==> run_1/io_fan.png <==
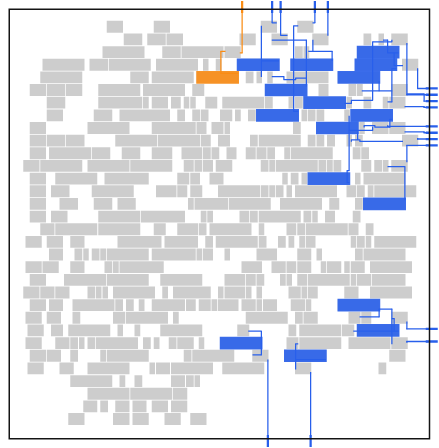
==> run_1/io_placement.png <==
Pins as bars across the die edge, other pins in grey.
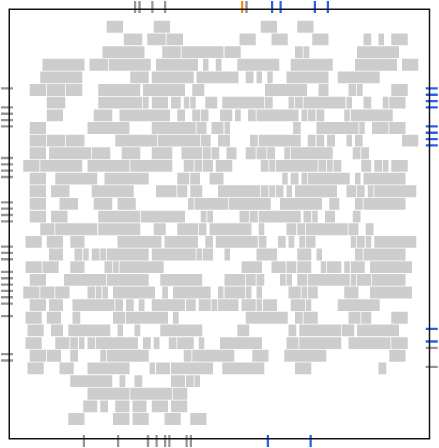
==> run_1/wires.png <==
The bar under the picture is 20 um long.
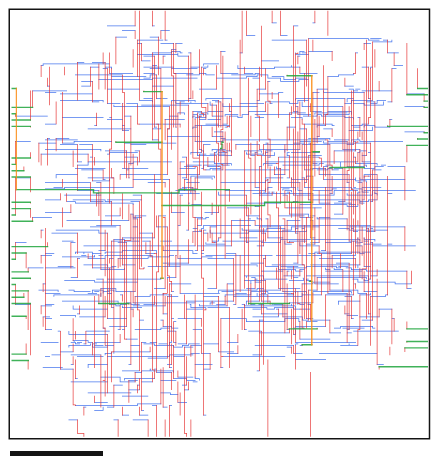
==> config.mk <==
export PLATFORM = sky130hd
export DESIGN_NAME = seq_add_sub_flat
export DESIGN_NICKNAME = d
export VERILOG_FILES = /design/src/rtl/seq_add_sub_if.sv /design/src/rtl/seq_add_sub.sv /design/src/flat_wrapper.sv
export SDC_FILE = /design/constraint.sdc
export NUM_CORES = 1
export LEC_CHECK = 0
export CORE_AREA = 2 2 88 90
export CTS_BUF_LIST = sky130_fd_sc_hd__clkbuf_16
export CTS_CLUSTER_DIAMETER = 50
export DETAILED_ROUTE_END_ITERATION = 6
export DIE_AREA = 0 0 90 92
export PLACE_DENSITY = 0.7
export SYNTH_ARGS = -nofsm -noshare
export SYNTH_HDL_FRONTEND = slang
export SYNTH_SLANG_ARGS = --single-unit
==> constraint.sdc <==
create_clock -name clk -period 3.5 [get_ports clk]
set_clock_uncertainty 0.05 [all_clocks]
set_input_delay 0.875 -clock clk [delete_from_list [all_inputs] [get_ports clk]]
set_output_delay 0.875 -clock clk [all_outputs]
set_load 0.005 [all_outputs]
==> flow_summary.toml, run 1 <==
# synthesis and place-and-route metrics
[cells_and_area]
fin_cells = 482
num_antenna_cells = 0
fill_cells = 656
area_growth_pct = 28.3
fin_util = 0.594
register_area_um2 = 1780
drive_above_1_share = 0.100
final_nets = 423
logic_area_um2 = 1570

[clock_network]
cts_tree = "built"
clk_pin_slew_ns = 0.06
cts_post_setup_buffers_inserted = 0
clock-root-buffer = "clkbuf_16"
cts_resized = 0
clk-insertion-delay-late_ns = 0.33
numCtsBuffers = 9
clk_path_buf_depth = 2
hold_buffers = 0
htreeDepth = 3
cts.sinks = 71

[synthesis]
top_area_cell = "dfrtp_1"
syn-cell-area_um2 = 3450
synthTopCellsByArea = "dfrtp_1 (52%), o21ai_0 (6.8%), nand2_1 (5.9%)"
synth_chip_area_um2 = 3450
synth.logic.top_family = "AND-OR/OR-AND gates"
synth-simple-area-share = 0.123
top_cell = "dfrtp_1"
aoi_share = 0.131
synthCells = 316
yosysTopAreaCellShare = 0.515
ys.flops = 71
synthArstFlopShare = 1.00
fp_nets = 364
synth-edff-count = 0
ff_type = "dfrtp_1"
synth_cell_type_count = 35
yosys_warnings = 0
ys_sh_adder = 0.0443
yosys-top-cells-count = "dfrtp_1 (71), nand2_1 (54), o21ai_0 (47), xnor2_1 (18), mux2_2 (16)"
syn_area_per_cell_um2 = 10.9
ys_cells = 316
synth_seq_share = 0.515
synth-xor-area-share = 0.0457
mux_share = 0.112

[route]
ant_nets = 0
via_per_inst = 5.16
wl_per_cell_um = 15.0
drt_iter0_drc = 96
first_pass_iters = 4
drcViolationCount = 0

[sta]
fin_crit_ns = 3.01
slew_viol_final = 0
finalClockPeriodUsage = 0.860
final-hold-violation-count = 0
fin_tns_setup_ns = 0
grt_setup_unrepaired = "false"
setup_viol = 0
whs_ns = 0.425
worst_slew_pin_slew_ns = 0.902
max_slew_margin = 0.390
clock.fmax_ghz = 0.332

[worst_setup_path]
crit_fanout = 8
start_kind = "register"
reg2regPathDepth = 8
required_ns = 3.69
cp-end-kind = "register"
critPathKind = "reg2reg"
cp_data_arrival_time_ns = 3.20
worst-r2r-setup-slack_ns = 0.49

[run]
cap_violations = 0
stage_log_warnings = 31

[status]
status = "finished, final reports clean"

[global_routing]
grt_overflow = 0
grt_pass1_vias = 2503
grt_pass1_wl_um = 12200
grt_util_all_layers = 0.188
grt_max_degree = 41
antenna_found_initial = 0

[placed_design]
dp_cells = 466
place_congestion = 0.844
hpwlAfterDp_um = 5450

[worst_hold_path]
min_path_type = "reg2reg"
min_path_cells = 2

[floorplan]
core_area_um2 = 7450
row_count = 32
fp_util = 0.463
die_area_um2 = 8280

[power]
fin_total_pwr_mw = 4.24
p_leak_nw = 1.91
ir_worst_vdd_v = 0.000406
powerDensity_nw_per_um2 = 959
## Picture notes: io_fan.png
| colour | port | bits | direction | edge | end cells | buffers | wire |
|---|---|---|---|---|---|---|---|
| orange | bus_c_out | 1 | output | top | 1 | 1 | 18.8 um |
| blue | bus_s | 16 | output | 10 right, 4 top, 2 bottom | 16 | 16 | 341 um |
io pins: 57
I/O Buffers: 56

## Picture notes: io_placement.png
| colour | port | pins | direction | edge |
|---|---|---|---|---|
| orange | bus_c_out | 1 | output | top |
| blue | bus_s | 16 | output | 10 right, 4 top, 2 bottom |
all pins by edge: 25 left, 12 right, 10 top, 10 bottom
DIE HEIGHT: 92 um
Die X: 90 um

## Picture notes: wires.png
| colour | layer | wire length |
|---|---|---|
| orange | metal 4 | 120 um |
| blue | metal 1 | 3170 um |
| red | metal 2 | 3690 um |
| green | metal 3 | 257 um |
Vias: 2485
drt total wl: 7240 um

[run 1: worst max-delay path, stage by stage (launching register included)]
cell and delay [ns]:
dfrtp_1 0.55, buf_4 0.24, mux4_1 0.56, ha_1 0.36, and3_1 0.17, o21ai_0 0.35, and2_1 0.29, nand2_1 0.13
o21ai_0 0.22
[run 1: cell type report]
type | instances | share of cell area
clock inverters | 7 | 0.0144
well taps | 102 | 0.0288
repair buffers | 61 | 0.140
multi-input cells | 221 | 0.355
flip-flops and latches | 71 | 0.402
clock buffers | 9 | 0.0509
inverters | 11 | 0.00933
[run 1: kinds of logic (layout without fill, tap and decap cells)]
logic type | Yosys count | after routing
AND/OR/NAND/NOR | 90 | 90
buffers and inverters | 24 | 88
multiplexers | 24 | 24
XOR/XNOR | 18 | 18
flip-flops | 71 | 71
AND-OR/OR-AND | 78 | 78
adder cells (fa/ha/maj) | 11 | 11
[run 1: layout by cell type (no fill, tap or decap), types with 11 or more instances in the layout]
master / n
dfrtp_1: 71
mux2_2: 16
nand2_1: 54
inv_1: 11
xnor2_1: 18
a21oi_1: 12
o21ai_0: 47
nor2b_1: 14
clkdlybuf4s50_1: 55
[run 1: layer usage]
layer | track usage | vias to the layer above | wire length (um)
met2 | 0.335 | 55 | 3690
met4 | 0.0692 | 0 | 119
met1 | 0.229 | 1197 | 3170
met3 | 0.0345 | 11 | 257
met5 | 0 | - | 0
li1 | - | 1222 | -
[run 1: power breakdown]
| part | internal (mW) | switching (mW) |
|---|---|---|
| combinational | 0.906 | 1.05 |
| sequential | 1.17 | 0.244 |
| clock | 0.544 | 0.336 |
[run 1: per-stage QoR]
stage / setup slack, ns / area (um^2)
finish: 0.491 / 4420
global route: 0.239 / 4420
CTS: 0.493 / 4420
detailed placement: 0.525 / 4140
global placement: 0.638 / 4140
floorplan: 0.772 / 3450
==> inputs of run 2 (changes only) <==
--- a/config.mk
+++ b/config.mk
@@ -5,6 +5,7 @@
 export SDC_FILE = /design/constraint.sdc
 export NUM_CORES = 1
 export LEC_CHECK = 0
+export CAP_MARGIN = 10
 export CORE_AREA = 2 2 88 90
 export CTS_BUF_LIST = sky130_fd_sc_hd__clkbuf_16
 export CTS_CLUSTER_DIAMETER = 50
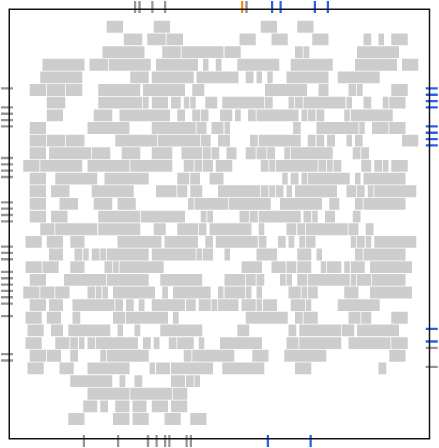
(run_2/io_placement.png)
Pins as bars across the die edge, other pins in grey.
| colour | port | pins | direction | edge |
|---|---|---|---|---|
| orange | bus_c_out | 1 | output | top |
| blue | bus_s | 16 | output | 10 right, 4 top, 2 bottom |

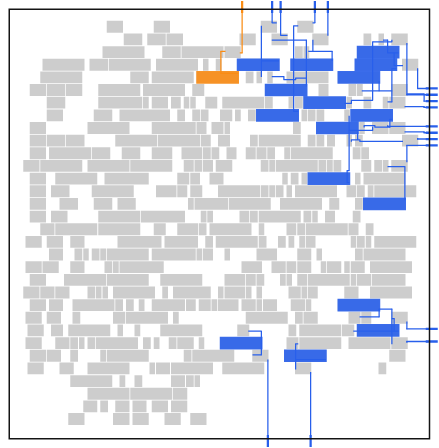
(run_2/io_fan.png)
| colour | port | bits | direction | edge | end cells | buffers | wire |
|---|---|---|---|---|---|---|---|
| blue | bus_s | 16 | output | 10 right, 4 top, 2 bottom | 16 | 16 | 341 um |
| orange | bus_c_out | 1 | output | top | 1 | 1 | 18.8 um |

==> run 2 against run 1 <==
Against the previous run: sequential power barely moved; critical endpoint unchanged; sequential share of layout area did not move; final cell count did not move.
==> flow_summary.toml, run 2 <==
# synthesis and place-and-route metrics
[global_routing]
grt_pass1_vias = 2503
grt_pass1_wl_um = 12200
antenna_found_initial = 0

[clock_network]
clk_pin_slew_ns = 0.06
clk-insertion-delay-late_ns = 0.33
cts.sinks = 71
cts_tree = "built"
htreeDepth = 3
numCtsBuffers = 9
hold_buffers = 0
clk_path_buf_depth = 2
cts_resized = 0
cts_post_setup_buffers_inserted = 0

[power]
power_frac_clock = 0.207
combinationalPowerShare = 0.460
p_leak_nw = 1.91
fin_total_pwr_mw = 4.24
powerDensity_nw_per_um2 = 959
netSwitchingFraction = 0.383

[synthesis]
top_area_cell = "dfrtp_1"
yosys-top-cells-count = "dfrtp_1 (71), nand2_1 (54), o21ai_0 (47), xnor2_1 (18), mux2_2 (16)"
syn_area_per_cell_um2 = 10.9
top_cell = "dfrtp_1"
ys.flops = 71
synthTopCellsByArea = "dfrtp_1 (52%), o21ai_0 (6.8%), nand2_1 (5.9%)"
synthArstFlopShare = 1.00
fp_nets = 364
synthCells = 316
ff_type = "dfrtp_1"

[cells_and_area]
final_nets = 423
area_growth_pct = 28.3
drive_above_1_share = 0.100
fin_area_um2 = 4420

[route]
drt_wl_total_um = 7240
first_pass_iters = 4
via_per_inst = 5.16
vias = 2485
drt_iter0_drc = 96

[sta]
setup_viol = 0
slew_viol_final = 0
grt_setup_unrepaired = "false"
max_slew_margin = 0.390
final-hold-violation-count = 0
worst_slew_pin_slew_ns = 0.902
fin_tns_setup_ns = 0

[floorplan]
die_area_um2 = 8280
ios = 57
fp_util = 0.463
row_count = 32
die_h_um = 92

[status]
status = "finished, final reports clean"

[worst_setup_path]
cp_cell_sequence = "buf_4 -> mux4_1 -> ha_1 -> and3_1 -> o21ai_0 -> and2_1 -> nand2_1 -> o21ai_0"
critPathSlowestCell = "mux4_1"
critPathKind = "reg2reg"

[worst_hold_path]
min_path_cells = 2

[placed_design]
hpwlAfterDp_um = 5450
place_congestion = 0.844
dpl_cell_area_um2 = 4140
port-buffer-count = 56

[run]
cap_violations = 0
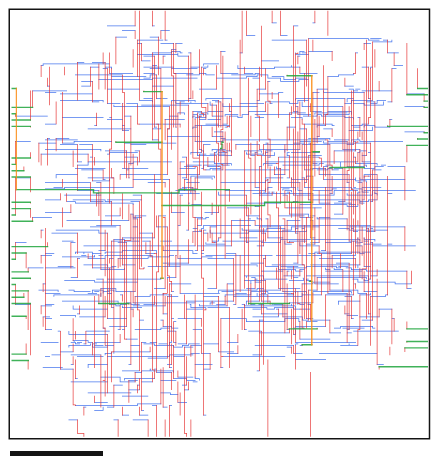
(run_2/wires.png)
The bar under the picture is 20 um long.
| colour | layer | wire length |
|---|---|---|
| orange | metal 4 | 120 um |
| blue | metal 1 | 3170 um |
| green | metal 3 | 257 um |
| red | metal 2 | 3690 um |
WL/cell: 15.0 um
total global-route track usage: 0.188

[run 2: routing by layer]
layer	vias to the layer above	wire length (um)	global-route usage
met2	55	3690	0.335
met1	1197	3170	0.229
met5	-	0	0
met3	11	257	0.0345
met4	0	119	0.0692
li1	1222	-	-
[run 2: layout make-up]
| type | count | area (um^2) |
|---|---|---|
| Multi-Input combinational cell | 221 | 1570 |
| Timing Repair Buffer | 61 | 618 |
| Sequential cell | 71 | 1780 |
| Clock buffer | 9 | 225 |
| Clock inverter | 7 | 63.8 |
| Fill cell | 656 | 3020 |
| Tap cell | 102 | 128 |
| Inverter | 11 | 41.3 |
[run 2: kinds of logic (layout without fill, tap and decap cells)]
logic type,after synthesis,after routing,share of synthesized area
XOR/XNOR,18,18,0.0457
AND/OR/NAND/NOR,90,90,0.123
adder cells (fa/ha/maj),11,11,0.0443
multiplexers,24,24,0.112
flip-flops,71,71,0.515
buffers and inverters,24,88,0.0290
AND-OR/OR-AND,78,78,0.131
[run 2: per-stage QoR]
step,hold slack [ns],cells,setup WS (ns)
after floorplan,0.392,316,0.772
after global placement,0.407,466,0.638
after detailed placement,0.415,466,0.525
after CTS,0.427,482,0.493
after global routing,0.443,482,0.239
final,0.425,482,0.491
[run 2: power groups by stage]
| stage | combinational, mW | clock (mW) | sequential, mW |
|---|---|---|---|
| 2_1_floorplan | 1.37 | 0 | 1.32 |
| 3_3_place_gp | 1.89 | 0 | 1.40 |
| 3_5_place_dp | 1.95 | 0 | 1.43 |
| 4_1_cts | 1.95 | 0.885 | 1.42 |
| 5_1_grt | 2.19 | 0.923 | 1.46 |
| 6_report | 1.95 | 0.880 | 1.41 |
[run 2: worst max-delay path, delay by kind of cell (launching register included)]
kind	cells	cell delay [ns]
AND-OR/OR-AND	2	0.57
adder cells (fa/ha/maj)	1	0.36
buffers and inverters	1	0.24
flip-flops	1	0.55
multiplexers	1	0.56
AND/OR/NAND/NOR	3	0.59
Power is estimated from default activity; no workload was simulated.
